### src/rtl/display_sched.sv
// ============================================================================
// Module   : display_sched
// Brief    : Time-shares a 4-digit muxed display between live readout and
//            held one-shot messages. Optional: DISPLAY_SCHED_BLINK_EN.
// Revision : 1.0 - initial release
// ============================================================================
`timescale 1ns/1ps
`default_nettype none

module display_sched #(
  parameter int SCAN_DIV   = 50000,
  parameter int HOLD_TICKS = 500
) (
  input  logic        clk,
  input  logic        rst,
  input  logic [15:0] note_dig,
  input  logic        msg_req,
  input  logic [15:0] msg_dig,
  output logic        msg_ack,
  output logic        msg_busy,
  output logic        scan_pulse,
  output logic [1:0]  dig_idx,
  output logic [3:0]  dig_code,
  output logic [3:0]  led_sel_n
);

  localparam int PW = (SCAN_DIV > 1) ? $clog2(SCAN_DIV) : 1;
  localparam int HW = $clog2(HOLD_TICKS) + 1;
  localparam logic [PW-1:0] DIV_MAX   = PW'(SCAN_DIV - 1);
  localparam logic [HW-1:0] HOLD_LAST = HW'(HOLD_TICKS - 1);

  typedef enum logic [1:0] {
    ST_LIVE  = 2'd0,
    ST_MSG   = 2'd1,
    ST_BLANK = 2'd2
  } state_t;

  state_t          state_q, state_d;
  logic [PW-1:0]   presc_q, presc_d;
  logic [1:0]      idx_q, idx_d;
  logic [HW-1:0]   hold_q, hold_d;
  logic [15:0]     msg_q, msg_d;
  logic            ack_q, ack_d;
  logic            frame_end;
  logic            accept;
  logic            blank;
  logic [3:0]      live_nib;
  logic [3:0]      msg_nib;
`ifdef DISPLAY_SCHED_BLINK_EN
  logic [HW+3:0]   hold_ext;
`endif

  always_comb begin
    scan_pulse = (presc_q == DIV_MAX);
    presc_d    = scan_pulse ? '0 : presc_q + 1'b1;
    idx_d      = scan_pulse ? idx_q + 2'd1 : idx_q;
    frame_end  = scan_pulse && (idx_q == 2'd3);

    state_d = state_q;
    hold_d  = hold_q;
    msg_d   = msg_q;
    accept  = 1'b0;
    case (state_q)
      ST_LIVE: begin
        if (msg_req) begin
          accept  = 1'b1;
          msg_d   = msg_dig;
          hold_d  = '0;
          state_d = ST_MSG;
        end
      end
      ST_MSG: begin
        // The counter parks at its last value rather than wrapping.
        if (frame_end) begin
          if (hold_q == HOLD_LAST) state_d = ST_BLANK;
          else                     hold_d  = hold_q + 1'b1;
        end
      end
      ST_BLANK: begin
        if (frame_end) state_d = ST_LIVE;
      end
      default: state_d = ST_LIVE;
    endcase
    ack_d = accept;
  end

  always_ff @(posedge clk) begin
    if (rst) begin
      state_q <= ST_LIVE;
      presc_q <= '0;
      idx_q   <= 2'd0;
      hold_q  <= '0;
      msg_q   <= 16'h0000;
      ack_q   <= 1'b0;
    end else begin
      state_q <= state_d;
      presc_q <= presc_d;
      idx_q   <= idx_d;
      hold_q  <= hold_d;
      msg_q   <= msg_d;
      ack_q   <= ack_d;
    end
  end

  always_comb begin
    case (idx_q)
      2'd0:    begin live_nib = note_dig[15:12]; msg_nib = msg_q[15:12]; end
      2'd1:    begin live_nib = note_dig[11:8];  msg_nib = msg_q[11:8];  end
      2'd2:    begin live_nib = note_dig[7:4];   msg_nib = msg_q[7:4];   end
      default: begin live_nib = note_dig[3:0];   msg_nib = msg_q[3:0];   end
    endcase

`ifdef DISPLAY_SCHED_BLINK_EN
    // Zero-extended so bit 3 exists even for short hold lengths.
    hold_ext = {4'b0000, hold_q};
    blank    = (state_q == ST_BLANK) || ((state_q == ST_MSG) && hold_ext[3]);
`else
    blank    = (state_q == ST_BLANK);
`endif

    if (blank)                  dig_code = 4'hF;
    else if (state_q == ST_MSG) dig_code = msg_nib;
    else                        dig_code = live_nib;

    if (blank) led_sel_n = 4'b1111;
    else begin
      case (idx_q)
        2'd0:    led_sel_n = 4'b0111;
        2'd1:    led_sel_n = 4'b1011;
        2'd2:    led_sel_n = 4'b1101;
        default: led_sel_n = 4'b1110;
      endcase
    end

    msg_busy = (state_q != ST_LIVE);
    msg_ack  = ack_q;
    dig_idx  = idx_q;
  end

endmodule

`default_nettype wire

### config.mk
export PLATFORM = sky130hd
export DESIGN_NAME = display_sched
export DESIGN_NICKNAME = d
export VERILOG_FILES = /design/src/rtl/display_sched.sv
export SDC_FILE = /design/constraint.sdc
export NUM_CORES = 1
export LEC_CHECK = 0
export CORE_ASPECT_RATIO = 1.25
export CORE_UTILIZATION = 55
export DETAILED_ROUTE_END_ITERATION = 8
export PLACE_DENSITY_LB_ADDON = 0.12
export SLEW_MARGIN = 20
export SYNTH_ARGS = -nofsm -noshare
export SYNTH_HDL_FRONTEND = slang
export SYNTH_SLANG_ARGS = --single-unit
### constraint.sdc
create_clock -name clk -period 5.55 [get_ports clk]
set_input_delay 1.665 -clock clk [delete_from_list [all_inputs] [get_ports clk]]
set_output_delay 1.665 -clock clk [all_outputs]
set_load 0.02 [all_outputs]
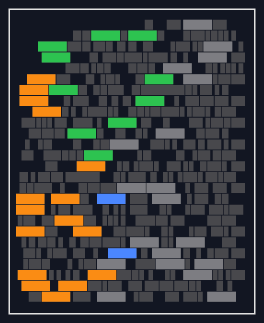
**Above:** sequential cells grouped by signal name.
(4 px per µm) Other sequential cells in the stronger gray, the rest of the logic in the fainter gray.
dig_idx -> blue  # flops 2
hold_q -> green  # flops 10
presc_q -> orange  # flops 16
not colored = 19
Final Util: 0.728
Flop area: 941 µm²
seq pwr: 354 µW
Seq/total area: 0.313

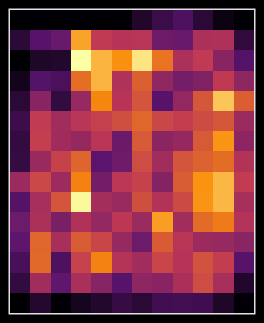
**Above:** signal metal coverage by tile.
(4 px per µm) 12 x 15 tiles, from black (low) to pale yellow (high), scaled to the fullest tile. Values are wire area over tile area, all layers added.
emptiest ninth of the die = upper left
nearly empty tiles = 6.1%
fullest tile = 0.45
mean over tiles = 0.19
Total Routing Usage GR: 0.251
Routed WL per cell: 13.8 µm
vias: 2249
DRT Wirelength: 5510 µm

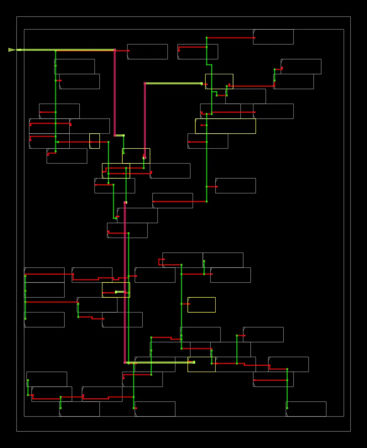
**Above:** clock nets.
clkbuf count: 6
clk_skew: 0.00762 ns
total CTS buffers: 5
TritonCTS Sinks: 47
Clk. pwr: 259 µW

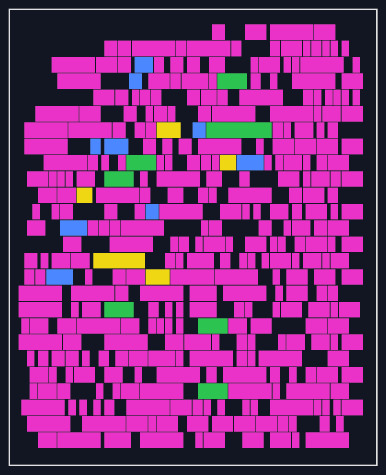
**Above:** sizing map.
(6 px per µm)
_2 cells -> blue  # cells 9
_0 and _1 cells -> magenta  # cells 323
_6 and larger -> green  # cells 7
_3 and _4 cells -> yellow  # cells 5
P&R area growth vs syn: 25.7%
Signal buffers: 49
design area: 3010 µm²

==> run_results.csv <==
group,metric,value,unit
status,outcome,"finished clean",
critical_path,path_common_cell,"clkdlybuf4s50_1",
critical_path,critPathLaunchType,"input port",
logic_synthesis,synth.top_cells.by_count,"64 x nand2_1, 47 x dfxtp_1, 32 x a21oi_1",
critical_path,r2r-start,"state_q[0]",
critical_path,rrSetupSlack,3.34,ns
logic_synthesis,most_common_cell,"nand2_1",
place,place_area,2890,µm²
detailed_routing,wl_met1,2490,µm
pwr,pg_comb,88.7,µW
final_layout,nets,385,
logic_synthesis,synthSimpleGateAreaFrac,0.328,
place,place_ws,0.563,ns
sta,timing.fmax,200,MHz
final_layout,diodes,0,
sta,post-route-period-util,0.899,
global_routing,grt_antenna_before_repair,0,
sta,tightest_slew,1.09,ns
clock_tree,path_clk_slew,0.08,ns
critical_path,crit_path_cell_trace,"clkdlybuf4s50_1 > a222oi_1 > nand2_1 > a21oi_1 > o21ai_0 > clkdlybuf4s50_1",
die,die_y,75.8,µm
logic_synthesis,ys_warn_count,0,
global_routing,overflow,0,
logic_synthesis,synth_cell_type_count,39,
critical_path,rr_endpoint,"hold_q[9]",
flow_run,log.warning_count,30,
sta,final.setup.tns,0,ns
pwr,total_power,702,µW
logic_synthesis,mux_share,0.00470,
logic_synthesis,ff_type,"dfxtp_1",
final_layout,layout-drive-gt1-share,0.0610,
logic_synthesis,synth-compound-area-share,0.156,
die,num_rows,26,
final_layout,final_cell_mix,"64 x nand2_1, 47 x dfxtp_1, 47 x clkdlybuf4s50_1",
clock_tree,cts_resized,0,
critical_path,arrival,3.32,ns
sta,slew_viol_final,0,
sta,timing.slew.headroom,0.271,
pwr,power-top-group,"sequential cells",
logic_synthesis,ys_cells,302,
place,dp.cells,392,
pwr,leakage,0.00111,µW
logic_synthesis,ys_async_sr_fraction,0,
clock_tree,cts_root_buf,"clkbuf_8",
detailed_routing,viasPerCell,5.62,
logic_synthesis,xor_share,0.0475,
min_path,min_path_type,"reg -> reg",
sta,hold_viol_final,0,
area by class of cell:
cell class | instances | share of cell area
inverters | 6 | 0.00748
repair buffers | 49 | 0.161
clock inverters | 2 | 0.0116
clock buffers | 6 | 0.0274
flip-flops and latches | 47 | 0.313
multi-input cells | 234 | 0.456
well taps | 56 | 0.0233
routing by layer:
layer | global-route usage | vias to the layer above
met5 | 0 | -
met4 | 0.0808 | 0
met3 | 0.0441 | 7
met2 | 0.461 | 46
met1 | 0.290 | 1055
li1 | - | 1141
flip-flops by register name, indices dropped and copies added (netlist names):
register / flops
dig_idx: 2
hold_q: 10
msg_ack: 1
msg_q: 16
presc_q: 16
state_q: 2
critical path, delay by kind of cell:
family | cells | cell delay [ns]
buffers and inverters | 2 | 0.97
AND-OR/OR-AND | 3 | 0.60
AND/OR/NAND/NOR | 1 | 0.09
Power and IR drop assume default switching activity.
